Run 1, power grid:
Bar = 50 um. Pins as bars on the die edge.
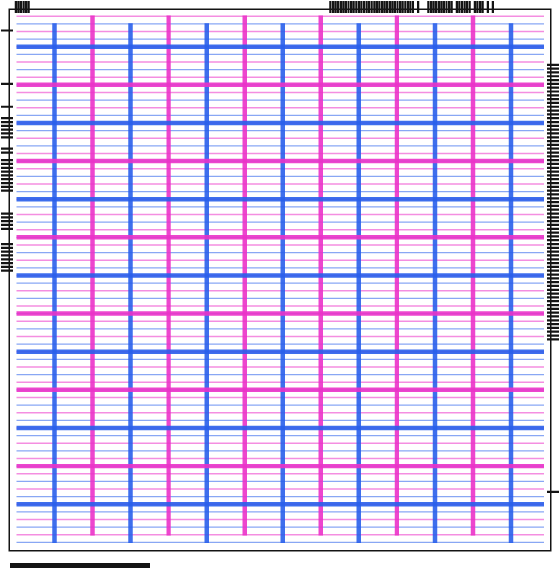
Run 1, placement by cell class:
Bar = 50 um.
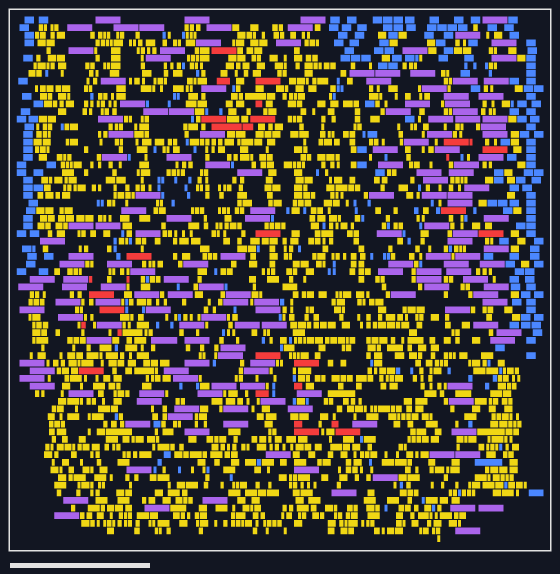
Run 1, clock wires, drivers and flops:
Bar = 50 um.
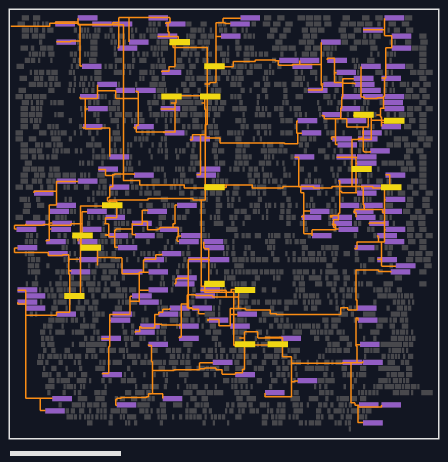
Run 1, wiring by layer:
Only two layers are drawn.
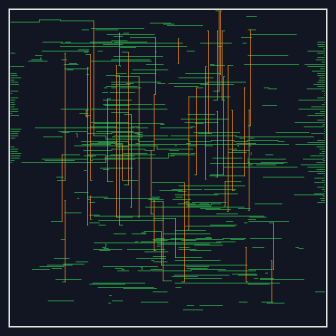
==> config.mk <==
export PLATFORM = sky130hd
export DESIGN_NAME = mult_div_unit
export DESIGN_NICKNAME = d
export VERILOG_FILES = /design/src/rtl/mult_div_unit.sv
export SDC_FILE = /design/constraint.sdc
export NUM_CORES = 1
export LEC_CHECK = 0
export CAP_MARGIN = 5
export CELL_PAD_IN_SITES_DETAIL_PLACEMENT = 0
export CELL_PAD_IN_SITES_GLOBAL_PLACEMENT = 1
export CORE_MARGIN = 2
export CORE_UTILIZATION = 43
export DETAILED_ROUTE_END_ITERATION = 8
export GPL_TIMING_DRIVEN = 0
export PLACE_DENSITY_LB_ADDON = 0.1
export SYNTH_ARGS = -nofsm -noshare
export SYNTH_HDL_FRONTEND = slang
export SYNTH_SLANG_ARGS = --single-unit
==> constraint.sdc <==
create_clock -name clk -period 4.7 [get_ports clk]
set_clock_uncertainty 0.2 [all_clocks]
set_input_delay 0.705 -clock clk [delete_from_list [all_inputs] [get_ports clk]]
set_output_delay 0.705 -clock clk [all_outputs]
set_load 0.02 [all_outputs]
==> reports/writeup.txt, run 1 <==
The prevailing logic family in the synthesized netlist is AND-OR/OR-AND gates. The ratio of total power to cell area is 574.8 mW/mm^2. Looking at the critical path, the single cell with the biggest stage delay is clkdlybuf4s50_1. According to the I/O placement log, the pin count is 169.

The run gives 17 as the total CTS buffers. On the critical path the largest part of the delay comes from buffers and inverters. The overall power is 10.45 mW, and the tap cell count is 461.

The chip area line in the Yosys stat output reads 0.01530 mm^2. Post-synthesis area per instance: 7.707 um^2. In the placement report, post-DP HPWL is listed as 52330 um. Peak fanout along the critical path: 10.

Of the total power, the share spent switching nets is 50.99%. Number of sequential cells in the layout: 173. For the total of max-cap violations, the log shows 0.

In this run the register-to-register setup slack is 170 ps. The run gives 298 for the count of plain and timing-repair buffers in the layout. Counting endpoints that fail hold in the final report gives 5. Non-clock inverter total of the final layout: 66. Hold buffer count at CTS: 0. During synthesis, Yosys emitted a total of 0 warnings. The remaining global-route overflow came out at 0.

The antenna violation net count after detailed routing is 0. Most area-hungry cell class in the final design: logic gates. The first global-routing pass estimated 96250 um of wire.

In the final layout, the multi-input gates occupy 0.01027 mm^2. The run finished, with violations left. Per the detail_route report, vias per standard cell equal 6.202. The number of enable-type register cells in the synthesized netlist is 0, and the number of standard cells reported by yosys is 1985. The worst setup path is captured at a primary output.

The number of warnings the tools reported is 28, and the synthesis-to-finish area growth is 18.79%. The critical path's largest stage delay works out to 650 ps. For this run, combinational gates with multiple inputs come to 1612. The run gives 2611 for the placed cell count. The script reports the combined buffer and inverter count of the critical path as 5. For the pin with the worst max-slew slack, the measured transition is 1090 ps. Looking at the power breakdown, combinational cells take 61.1% of the total.

The filler cell count in the final layout was 3537; the final weighted congestion in routability-driven placement was 0.9984. The data arrival time at the worst-slack endpoint is 3640 ps, and the number of buffers added for setup after CTS is 0. By area the synthesized netlist is led by dfrtp_1 (28%), xnor2_1 (6.9%), a21oi_1 (6.4%), o21ai_0 (5.8%), ha_1 (5.6%). The synthesized netlist devotes 18.86% of its cell area to simple gates. Per the synthesis report, the adder-cell share of the synthesized area is 5.905%. TritonCTS built the clock tree.

The run gives -20.30 ps as the minimum hold slack. With the total number of nets in the final design at 2310, the power of the sequential group is 2.62 mW. The tools report the switching power of the nets as 5.326 mW.

On the reported timing paths, the clock transition at the registers reads 70 ps. The relative area of non-clock buffer cells in the final design came out at 12.08%. The checks that failed: hold timing.

The run gives 0.004330 mm^2 for the area taken by flip-flops and latches. Buffers placed on the I/O ports in this run total 164. The post-synthesis cell count is 1985, and the tally of clock buffers in the finished layout is 23.

The number of standard cells in the layout, taps in and fillers out was 2641; the number of remaining DRC errors was 0. The internal power of the cells totals 5.120 mW. The final route contains 16379 vias. For the combinational group, total power comes out at 6.38 mW.

The layout report gives the multi-input gate share of total cell area as 56.52%. Of the total synthesized cell area, the portion taken by XOR and XNOR cells is 10.18%. The area fraction of the largest cell type after synthesis is 28.30%. The fraction of final cell area spent on clock buffers and inverters in this run is 3.036%. Global routing put the most usage on met2. The first-pass iteration count of the detailed router is 5.

The tools report the worst slew slack as a fraction of its limit as 26.35%. Flip-flop and latch count after synthesis: 173. The path class of the tightest hold or removal check is input pin to asynchronous set/reset pin. The pin count of the biggest net entering global routing came out at 101. Top cell type by total area after synthesis: dfrtp_1. The worst path uses 96.73% of the clock period.

The register with the most flip-flops in the layout has 64 of them.
Notes on 'power grid' above:
blue -> VSS
magenta -> VDD
met4 straps = 13
signal pins = 169
met1 rails = 70
met5 straps = 13
rows = 69
Std-Cell Core Area: 0.03531 mm^2
highest ir drop seen on vdd: 0.0004134 V
Die Wd: 192.6 um
die height: 192.6 um

Notes on 'placement by cell class' above:
red -> clock drivers and dummy loads  # cells 31, share of their area 3.1%
yellow -> all other logic  # cells 1678, share of their area 60%
blue -> other buffers and delay cells  # cells 298, share of their area 12%
purple -> flip-flops  # cells 173, share of their area 25%
sequential share of cell area: 23.83%
# rows: 69
final standard cell area without fillers: 0.01817 mm^2
Final Core Density: 51.47%

Notes on 'clock wires, drivers and flops' above:
orange -> clock wires  # length 2830 um
yellow -> cells driving clock nets  # count 17
purple -> flip-flops  # count 173
flops lie = all over the die
routed clock nets = 18
part of the total power dissipated in the clock network: 13.8%
power dissipated in the clock network: 1.44 mW
clock latency at the later pin of the worst-skew pair: 460 ps

Notes on 'wiring by layer' above:
green -> met3  # wire length 5490 um
orange -> met4  # wire length 2180 um
global routing usage summed across all routing layers: 35.26%
Avg WL per Cell: 24.82 um

## run 1: through the flow
step                      instance area [um^2]  worst slack, ps  hold slack (ps)
after detailed placement                 17550           -292.5            260.9
after floorplan                          15300             1039            209.4
after global routing                     18170            20.22            37.46
after CTS                                18120            48.16            19.43
after global placement                   17520            -5037            250.6
final                                    18170            153.7           -20.30
## run 1: placed cells by master (no fill, tap or decap), drive strengths merged, types with 68 or more instances in the layout
cell type	count
nand2	194
inv	68
clkdlybuf4s50	163
nor2	207
dfrtp	173
xnor2	121
a21oi	197
clkbuf	141
ha	69
o21ai	199
## run 1: timing repair
| item | in CTS | in global routing |
|---|---|---|
| gates cloned | 0 | 0 |
| resized | 5 | 16 |
| setup endpoints to repair | 24 | 61 |
==> inputs of run 2 (changes only) <==
--- a/config.mk
+++ b/config.mk
@@ -11,8 +11,9 @@
 export CORE_MARGIN = 2
 export CORE_UTILIZATION = 43
 export DETAILED_ROUTE_END_ITERATION = 8
+export GPL_ROUTABILITY_DRIVEN = 0
 export GPL_TIMING_DRIVEN = 0
-export PLACE_DENSITY_LB_ADDON = 0.1
+export PLACE_DENSITY_LB_ADDON = 0.15
 export SYNTH_ARGS = -nofsm -noshare
 export SYNTH_HDL_FRONTEND = slang
 export SYNTH_SLANG_ARGS = --single-unit
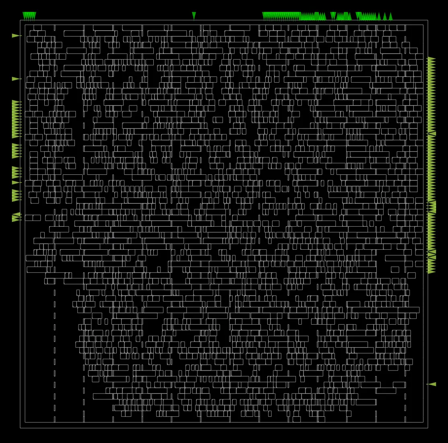
Run 2: placed standard cells
sequential share of cell area: 23.66%
Taps Inserted: 461
number of fill cells: 3479
Flops: 173

==> reports/writeup.txt, run 2 <==
The run finished with clean final reports. The run gives 0 (unchanged) as the antenna violation net count after detailed routing. The run gives 34.81 ps (was -20.30 ps) for the minimum hold slack. The tools report the first-pass iteration count of the detailed router as 6 (was 5). Prevailing logic family in the synthesized netlist: AND-OR/OR-AND gates (unchanged). The highest-utilization routing layer at the global route stage was met1 (was met2). The tools report the placeable core region as 0.03531 mm^2 (unchanged). The yosys stat chip area was 0.01530 mm^2 (unchanged). Maximum vdd ir drop: 0.0003142 V (was 0.0004134 V). The post-route core utilization was 51.84% (was 51.47%); the proportion of netlist area held by the largest area contributor was 28.30% (unchanged).

With the fraction of power spent switching nets at 49.88% (was 50.99%), the total CTS buffers is 17 (unchanged). Peak fanout along the critical path: 10 (unchanged). Switching power of the nets: 5.304 mW (was 5.326 mW).

Worst min-delay path category: input pin to asynchronous set/reset pin (unchanged). The number of warnings the tools reported is 26 (was 28). Xor/xnor cell area share of the yosys netlist: 10.18% (unchanged). Top cells by area in the synthesized netlist: dfrtp_1 (28%), xnor2_1 (6.9%), a21oi_1 (6.4%), o21ai_0 (5.8%), ha_1 (5.6%) (unchanged).

The ratio of total power to cell area is 580.9 mW/mm^2 (was 574.8 mW/mm^2), and the total number of nets in the final design is 2312 (was 2310). With the adder-cell share of the synthesized area at 5.905% (unchanged), the post-place instance area is 0.01755 mm^2 (unchanged). Register clock-pin slew on the reported worst setup and hold paths: 70 ps (about the same). Relative contribution of the clock network to total power: 15.7% (was 13.8%).

Pin count of the biggest net entering global routing: 88 (was 101). With the power of the sequential group at 2.62 mW (about the same), the number of buffers and inverters on the critical path is 5 (unchanged). The critical path's largest stage delay works out to 660 ps (was 650 ps). The run gives 10.63 mW (was 10.45 mW) for the overall power. The run gives 69 (unchanged) as the number of core rows. The number of enable-type register cells in the synthesized netlist came out at 0 (unchanged). The clock latency at the later pin of the worst-skew pair was 460 ps (about the same). The simple-gate area share of the yosys netlist was 18.86% (unchanged); the design internal power was 5.329 mW (was 5.120 mW).

Number of standard cells reported by yosys: 1985 (unchanged). The power in the clock group was 1.67 mW (was 1.44 mW); the number of remaining DRC errors was 0 (unchanged). The run gives 98.14% (was 96.73%) for the period utilization. The run gives 26.42% (was 26.35%) as the worst slew slack as a fraction of its limit.

The tools report the power dissipated in combinational cells as 6.34 mW (was 6.38 mW).
==> run 2: cell types whose count changed in the layout (fill, tap and decap cells not counted), moves of 2 or more <==
cell | previous run | this run
bufinv_16 | 1 | 5
clkbuf_2 | 6 | 4
clkinv_2 | 2 | 0
clkinv_4 | 1 | 3
buf_4 | 1 | 3
==> run 2: area by class of cell <==
| cell class | count | area [um^2] |
|---|---|---|
| Buffer | 133 | 515.5 |
| Clock buffer | 19 | 442.9 |
| Timing Repair Buffer | 167 | 1689 |
| Antenna cell | 1 | 2.502 |
| Sequential cell | 173 | 4330 |
| Fill cell | 3479 | 17000 |
| Multi-Input combinational cell | 1612 | 10270 |
| Tap cell | 461 | 576.8 |
| Inverter | 66 | 247.7 |
| Clock inverter | 13 | 229.0 |
Power is estimated from default activity; no workload was simulated.
